### src/rtl/instr_loader_pkg.sv
// Shared definitions for the MIPS instruction loader: mnemonic codes, opcode
// constants (same values as the main control decoder) and the symbolic
// instruction payload handed from the stream interface to the encoder.
package instr_loader_pkg;

    localparam int unsigned WORD_W  = 32;
    localparam int unsigned OP_W    = 6;
    localparam int unsigned REG_W   = 5;
    localparam int unsigned FUNCT_W = 6;
    localparam int unsigned IMM_W   = 16;
    localparam int unsigned JIMM_W  = 26;
    localparam int unsigned MNEM_W  = 4;

    // Codes 14 and 15 are deliberately left out: they are the invalid mnemonics.
    typedef enum logic [MNEM_W-1:0] {
        MN_R    = 4'd0,
        MN_ANDI = 4'd1,
        MN_ORI  = 4'd2,
        MN_XORI = 4'd3,
        MN_ADDI = 4'd4,
        MN_J    = 4'd5,
        MN_BEQ  = 4'd6,
        MN_BNE  = 4'd7,
        MN_BLEZ = 4'd8,
        MN_BGTZ = 4'd9,
        MN_LW   = 4'd10,
        MN_SW   = 4'd11,
        MN_LUI  = 4'd12,
        MN_SLTI = 4'd13
    } mnem_t;

    localparam logic [OP_W-1:0] OP_RTYPE = 6'b000000;
    localparam logic [OP_W-1:0] OP_J     = 6'b000010;
    localparam logic [OP_W-1:0] OP_BEQ   = 6'b000100;
    localparam logic [OP_W-1:0] OP_BNE   = 6'b000101;
    localparam logic [OP_W-1:0] OP_BLEZ  = 6'b000110;
    localparam logic [OP_W-1:0] OP_BGTZ  = 6'b000111;
    localparam logic [OP_W-1:0] OP_ADDI  = 6'b001000;
    localparam logic [OP_W-1:0] OP_SLTI  = 6'b001010;
    localparam logic [OP_W-1:0] OP_ANDI  = 6'b001100;
    localparam logic [OP_W-1:0] OP_ORI   = 6'b001101;
    localparam logic [OP_W-1:0] OP_XORI  = 6'b001110;
    localparam logic [OP_W-1:0] OP_LUI   = 6'b001111;
    localparam logic [OP_W-1:0] OP_LW    = 6'b100011;
    localparam logic [OP_W-1:0] OP_SW    = 6'b101011;

    typedef struct packed {
        mnem_t               mnem;
        logic [REG_W-1:0]    rs;
        logic [REG_W-1:0]    rt;
        logic [REG_W-1:0]    rd;
        logic [FUNCT_W-1:0]  funct;
        logic [JIMM_W-1:0]   imm;
    } instr_fields_t;

    // I-format word: {op, rs, rt, imm16}.
    function automatic logic [WORD_W-1:0] enc_i(input logic [OP_W-1:0]  op,
                                                input logic [REG_W-1:0] rs,
                                                input logic [REG_W-1:0] rt,
                                                input logic [IMM_W-1:0] imm);
        return {op, rs, rt, imm};
    endfunction

endpackage

### src/rtl/instr_encode.sv
// Combinational MIPS encoder.
//   fields : symbolic instruction (mnemonic, rs, rt, rd, funct, imm)
//   word   : encoded 32-bit instruction
//   valid  : 0 for an unknown mnemonic (word is then 0)
module instr_encode
    import instr_loader_pkg::*;
(
    input  instr_fields_t     fields,
    output logic [WORD_W-1:0] word,
    output logic              valid
);

    logic [IMM_W-1:0] imm16;

    assign imm16 = fields.imm[IMM_W-1:0];

    // BLEZ/BGTZ carry rt=0 and LUI carries rs=0 in the decoder's view.
    always_comb begin
        word  = '0;
        valid = 1'b1;
        case (fields.mnem)
            MN_R:    word = {OP_RTYPE, fields.rs, fields.rt, fields.rd, 5'd0, fields.funct};
            MN_ANDI: word = enc_i(OP_ANDI, fields.rs, fields.rt, imm16);
            MN_ORI:  word = enc_i(OP_ORI,  fields.rs, fields.rt, imm16);
            MN_XORI: word = enc_i(OP_XORI, fields.rs, fields.rt, imm16);
            MN_ADDI: word = enc_i(OP_ADDI, fields.rs, fields.rt, imm16);
            MN_J:    word = {OP_J, fields.imm};
            MN_BEQ:  word = enc_i(OP_BEQ,  fields.rs, fields.rt, imm16);
            MN_BNE:  word = enc_i(OP_BNE,  fields.rs, fields.rt, imm16);
            MN_BLEZ: word = enc_i(OP_BLEZ, fields.rs, 5'd0,      imm16);
            MN_BGTZ: word = enc_i(OP_BGTZ, fields.rs, 5'd0,      imm16);
            MN_LW:   word = enc_i(OP_LW,   fields.rs, fields.rt, imm16);
            MN_SW:   word = enc_i(OP_SW,   fields.rs, fields.rt, imm16);
            MN_LUI:  word = enc_i(OP_LUI,  5'd0,      fields.rt, imm16);
            MN_SLTI: word = enc_i(OP_SLTI, fields.rs, fields.rt, imm16);
            default: valid = 1'b0;
        endcase
    end

endmodule

### src/rtl/instr_loader.sv
// Instruction-memory loader: accepts symbolic instructions over valid/ready,
// encodes them and writes them to consecutive word addresses from 0.
//   start                 : begin a load (IDLE/DONE only)
//   in_valid/in_ready     : instruction stream handshake, fields in_mnem..in_imm
//   in_last               : final instruction of the program
//   mem_we/mem_ready      : write handshake, mem_addr/mem_wdata payload
//   words                 : words written in this load
//   done/full/err         : load finished / memory filled / invalid mnemonic seen
module instr_loader
    import instr_loader_pkg::*;
#(
    parameter int unsigned ADDR_W = 8
) (
    input  logic                clk,
    input  logic                rst_n,
    input  logic                start,
    input  logic                in_valid,
    output logic                in_ready,
    input  logic [MNEM_W-1:0]   in_mnem,
    input  logic [REG_W-1:0]    in_rs,
    input  logic [REG_W-1:0]    in_rt,
    input  logic [REG_W-1:0]    in_rd,
    input  logic [FUNCT_W-1:0]  in_funct,
    input  logic [JIMM_W-1:0]   in_imm,
    input  logic                in_last,
    output logic                mem_we,
    input  logic                mem_ready,
    output logic [ADDR_W-1:0]   mem_addr,
    output logic [WORD_W-1:0]   mem_wdata,
    output logic [ADDR_W:0]     words,
    output logic                done,
    output logic                full,
    output logic                err
);

    localparam int unsigned CNT_W = ADDR_W + 1;
    localparam int unsigned DEPTH = 2 ** ADDR_W;

    typedef enum logic [1:0] {
        ST_IDLE = 2'd0,
        ST_LOAD = 2'd1,
        ST_DONE = 2'd2
    } state_t;

    state_t            state, state_next;
    instr_fields_t     fields;
    logic [WORD_W-1:0] enc_word;
    logic              enc_valid;
    logic              hold_valid;
    logic              last_accepted;
    logic              accept;
    logic              write_done;
    logic              load_start;
    logic              go_done;
    logic [CNT_W-1:0]  words_inc;
    logic [CNT_W-1:0]  in_flight;

    always_comb begin
        fields.mnem  = mnem_t'(in_mnem);
        fields.rs    = in_rs;
        fields.rt    = in_rt;
        fields.rd    = in_rd;
        fields.funct = in_funct;
        fields.imm   = in_imm;
    end

    instr_encode u_encode (
        .fields (fields),
        .word   (enc_word),
        .valid  (enc_valid)
    );

    assign mem_we     = hold_valid;
    assign write_done = hold_valid && mem_ready;
    assign accept     = in_valid && in_ready;
    assign words_inc  = words + CNT_W'(1);
    // Words already written plus the one waiting in the holding register.
    assign in_flight  = words + CNT_W'(hold_valid);

    assign in_ready = (state == ST_LOAD) && !last_accepted
                   && (!hold_valid || mem_ready)
                   && (in_flight < CNT_W'(DEPTH));

    // State register
    always_ff @(posedge clk or negedge rst_n) begin
        if (!rst_n) state <= ST_IDLE;
        else        state <= state_next;
    end

    // Next state: leave LOAD once the pipeline drains after the last
    // instruction, or on the write that fills the memory.
    always_comb begin
        state_next = state;
        load_start = 1'b0;
        go_done    = 1'b0;
        case (state)
            ST_IDLE, ST_DONE: begin
                if (start) begin
                    state_next = ST_LOAD;
                    load_start = 1'b1;
                end
            end
            ST_LOAD: begin
                if ((last_accepted && (!hold_valid || mem_ready))
                    || (write_done && (words_inc == CNT_W'(DEPTH)))) begin
                    state_next = ST_DONE;
                    go_done    = 1'b1;
                end
            end
            default: state_next = ST_IDLE;
        endcase
    end

    // Holding register, address/word counters and status flags
    always_ff @(posedge clk or negedge rst_n) begin
        if (!rst_n) begin
            hold_valid    <= 1'b0;
            mem_wdata     <= '0;
            mem_addr      <= '0;
            words         <= '0;
            done          <= 1'b0;
            full          <= 1'b0;
            err           <= 1'b0;
            last_accepted <= 1'b0;
        end else if (load_start) begin
            hold_valid    <= 1'b0;
            mem_wdata     <= '0;
            mem_addr      <= '0;
            words         <= '0;
            done          <= 1'b0;
            full          <= 1'b0;
            err           <= 1'b0;
            last_accepted <= 1'b0;
        end else begin
            if (write_done) begin
                mem_addr <= mem_addr + ADDR_W'(1);
                words    <= words_inc;
                if (words_inc == CNT_W'(DEPTH)) full <= 1'b1;
            end
            // A new word may replace the one completing this same cycle.
            if (accept && enc_valid) begin
                hold_valid <= 1'b1;
                mem_wdata  <= enc_word;
            end else if (write_done) begin
                hold_valid <= 1'b0;
            end
            if (accept && !enc_valid) err <= 1'b1;
            if (accept && in_last)    last_accepted <= 1'b1;
            if (go_done)              done <= 1'b1;
        end
    end

endmodule

### config.mk
export PLATFORM = sky130hd
export DESIGN_NAME = instr_loader
export DESIGN_NICKNAME = d
export VERILOG_FILES = /design/src/rtl/instr_loader_pkg.sv /design/src/rtl/instr_encode.sv /design/src/rtl/instr_loader.sv
export SDC_FILE = /design/constraint.sdc
export NUM_CORES = 1
export LEC_CHECK = 0
export CAP_MARGIN = 40
export CORE_UTILIZATION = 25
export DETAILED_ROUTE_END_ITERATION = 10
export MAX_ROUTING_LAYER = met4
export PLACE_DENSITY_LB_ADDON = 0.1
export RECOVER_POWER = 100
export SLEW_MARGIN = 20
export SYNTH_ARGS = -nofsm -noshare
export SYNTH_HDL_FRONTEND = slang
export SYNTH_SLANG_ARGS = --single-unit
### constraint.sdc
create_clock -name clk -period 4.6 [get_ports clk]
set_input_delay 0.69 -clock clk [delete_from_list [all_inputs] [get_ports clk]]
set_output_delay 0.69 -clock clk [all_outputs]
set_load 0.02 [all_outputs]
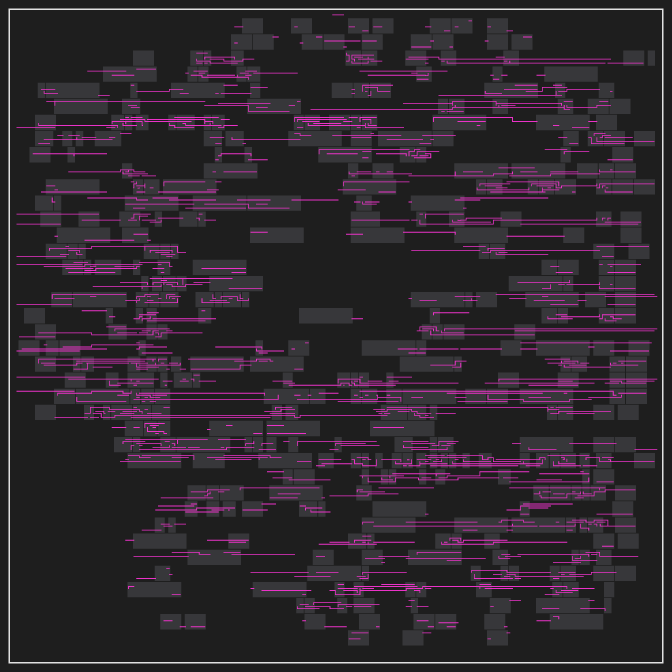
Figure 1: signal wires on met1.
Cells faint in the background.
share of all routed wire: 47%
main direction: horizontal

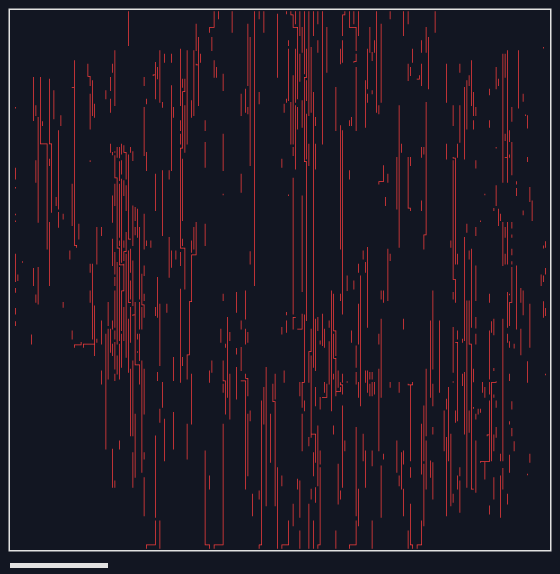
Figure 2: met2 routing.
Bar = 20 um.
longest straight run: 56.1 um
nets with wire on the layer: 389

==> run summary <==
The full implementation flow was run.

The run finished, with violations left. The checks that failed: max-capacitance violations, max-slew violations. Per the log, the first TritonRoute iteration ended with a DRC count of 90. The delay of the slowest critical-path stage stands at 710 ps. Among all flip-flop cells after synthesis, the most frequent one is sky130_fd_sc_hd__dfrtp_1.

The aoi/oai-family share of the synthesized area stands at 19.9%. The final setup skew stands at 8.87 ps. The total of endpoints with negative setup slack in the final report stands at 0.

After layout, the minimum clock period comes to 3410 ps. The switching portion of total power comes to 37.1%. The worst setup path is launched from a primary input. The placed cell area stands at 4140 um2. The launch point of the worst min-delay path is recorded as done$_DFFE_PN0P_.

The internal power summed over all cells stands at 0.00128 W. In this run the core area contains 39 standard-cell rows. Among the non-sequential cells, simple AND/OR/NAND/NOR gates take the most area. Once the floorplan was initialized, standard cells occupied 25.6% of the core. Setup repair after global routing left no endpoint under its margin. The CTS report gives the tree buffer count as 5. The library cells used most frequently in the layout, excluding fill and tap cells, are sky130_fd_sc_hd__dfrtp_1, sky130_fd_sc_hd__clkdlybuf4s50_1, sky130_fd_sc_hd__dlygate4sd3_1. For the worst setup path, the data required time is 3910 ps. The register-to-register path setup slack stands at 2000 ps.

For reference, the most critical setup path is categorized as primary input to output pin. The global routing report lists combined usage of all routing layers as 14.5%. Setup total negative slack on the finished layout was measured at 0 ps. The biggest area contributor in the post-synthesis netlist is sky130_fd_sc_hd__dfrtp_1. On the critical path the largest part of the delay comes from buffers and inverters. The post-synthesis async set-or-reset flop share stands at 100%.

Once synthesis finished, the tally of register bits stood at 55. The critical path maximum fanout is 4. Sequential elements use 47.1% of the synthesized area.

The final standard cell area without fillers stands at 4290 um2. Looking at the critical path, the single cell with the biggest stage delay is sky130_fd_sc_hd__dlygate4sd3_1. Counting every sink on the clock net gives 55.

Post-CTS repair changed the size of 0 cells. The global placer's final weighted congestion stands at 0.736. The mapped netlist covers 2920 um2. The final-report max-slew violation count stands at 56. In the hold report, the worst path ends at done$_DFFE_PN0P_. The max-slew headroom at the worst pin stands at -103%.

Dividing the detail-routed wire length by the instance count gives 15.1 um. The post-synthesis simple-gate area fraction stands at 22.9%. In this run the power density over the cells is 474 nW/um2.

The worst setup path is captured at an output pin. Looking at the clock tree report, the maximum root-to-sink buffer count equals 2. The number of library cell types mapped by synthesis stands at 46. The average instance in the mapped netlist occupies 9.34 um2. The clock reaches the later pin of the worst-skew pair after 290 ps. The global-route congestion overflow total stands at 0. For this run, the top clock speed supported by timing is 293 MHz. The clock network burns 21.9% of the power. According to the I/O placement log, the pin count is 111. The clock H-tree reported by CTS has 2 levels.

The leakage power figure stands at 1.88 nW. Hold is met by 488 ps. The slew at the pin closest to its max-slew limit stands at 3040 ps.

The worst voltage drop across the vdd grid stands at 0.000185 V. In this run the worst setup path terminates at in_ready. The chip occupies 12100 um2. The final net count stands at 475. The iteration count of the initial detailed-routing pass stands at 6.

Data on the critical path arrives at its endpoint at 2720 ps. The number of nets with antenna violations after detailed routing stands at 0. Warnings raised by the tools during the run amount to 27.

During placement, the flow inserted port buffers numbering 109. The number of max-cap violations stands at 1. The first global-routing pass estimated 13.2 mm of wire.

The post-detailed-route DRC marker count stands at 0. The synthesis log from Yosys contains 0 warnings. When the netlist entered floorplanning its net count stood at 373.

The most common logic cell in the final layout is sky130_fd_sc_hd__dfrtp_1. The area recorded from the Yosys report for this design is 2920 um2. The worst hold path cell count stands at 2. The maximum number of pins on one net before global-route repair stands at 56.

The xor and xnor fraction of the mapped netlist area stands at 3.90%. The total core area stands at 11400 um2. The overall power of the completed layout stands at 0.00203 W. The die boundary width stands at 110 um. The cell sequence reported for the critical path is dlygate4sd3_1, nand2b_1, or3b_2, nor3_1, dlygate4sd3_1. The cell-mix breakdown from Yosys lists the adder-cell area share as 1.28%. The logic depth of the worst path, buffers included stands at 5. The initial antenna violation count was 0.

The post-synth count of flops with an enable pin is 0. The worst path uses 74.1% of the clock period. The worst register-to-register path ends at mem_wdata[26]$_DFFE_PN0P_. For reference, the top cells by area after synthesis are sky130_fd_sc_hd__dfrtp_1, sky130_fd_sc_hd__a22oi_1, sky130_fd_sc_hd__nand3b_1.

For this design the total switching power over the nets is 0.000754 W. Yosys stat counts 313 cells in the synthesized netlist.
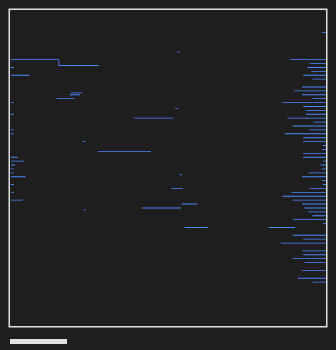
Figure 3: the metal 3 layer.
Bar = 20 um.
longest straight run: 18.2 um
main direction: horizontal
share of all routed wire: 6.2%
nets with wire on the layer: 78
wire length on this layer: 525 um
met3 layer usage reported by global route: 2.41%
vias after detailed routing: 2689
routed wire length: 8.46 mm

## metrics by stage
stage / cells / utilization, % / setup slack (ps)
after floorplan: 313 / - / 2200
after global placement: 549 / 36.0 / 1360
after detailed placement: 551 / 36.2 / 1320
after CTS: 559 / 37.8 / 1300
after global routing: 559 / 37.6 / 705
final: 559 / 37.6 / 1190
## cell type report
| cell class | instances | area [um2] |
|---|---|---|
| Clock inverter | 2 | 35.0 |
| Fill cell | 1180 | 7130 |
| Clock buffer | 6 | 139 |
| Tap cell | 143 | 179 |
| Timing Repair Buffer | 116 | 1150 |
| Inverter | 5 | 18.8 |
| Multi-Input combinational cell | 232 | 1400 |
| Sequential cell | 55 | 1380 |
## synth_stat cells (all sizes together), types with 2 or more instances
cell	instances
buf	10
dfrtp	55
a21oi	20
nand3	11
nor2	27
nor2b	2
nand3b	22
nor4	5
and2	4
a22oi	22
nand2b	5
o22ai	2
and3	4
nand4	5
ha	3
o21ai	40
o211ai	2
xnor2	6
o31ai	2
inv	5
xor2	7
nor3	4
or3	4
clkbuf	11
nand2	26
## sequential cells by signal, summed over array words and instances (netlist names)
register and flops:
full 1, mem_addr 8, mem_wdata 31, err 1, words 9, state 2, mem_we 1, done 1
last_accepted 1
## power by group through the flow
stage / Sequential (W) / Combinational, W / Clock (W)
global placement: 0.000731 / 0.000933 / 0
detailed placement: 0.000735 / 0.000954 / 0
global route: 0.000742 / 0.000956 / 0.000478
CTS: 0.000725 / 0.000959 / 0.000460
finish: 0.000715 / 0.000873 / 0.000445
floorplan: 0.000891 / 0.000360 / 0
## routing by layer
metal	global-route usage (%)	vias up	wire length (um)
met3	2.41	8	524
met4	4.14	0	85
met1	19.3	1263	3960
met2	22.9	91	3900
li1	-	1327	-
met5	-	-	0
Power and IR drop assume default switching activity.
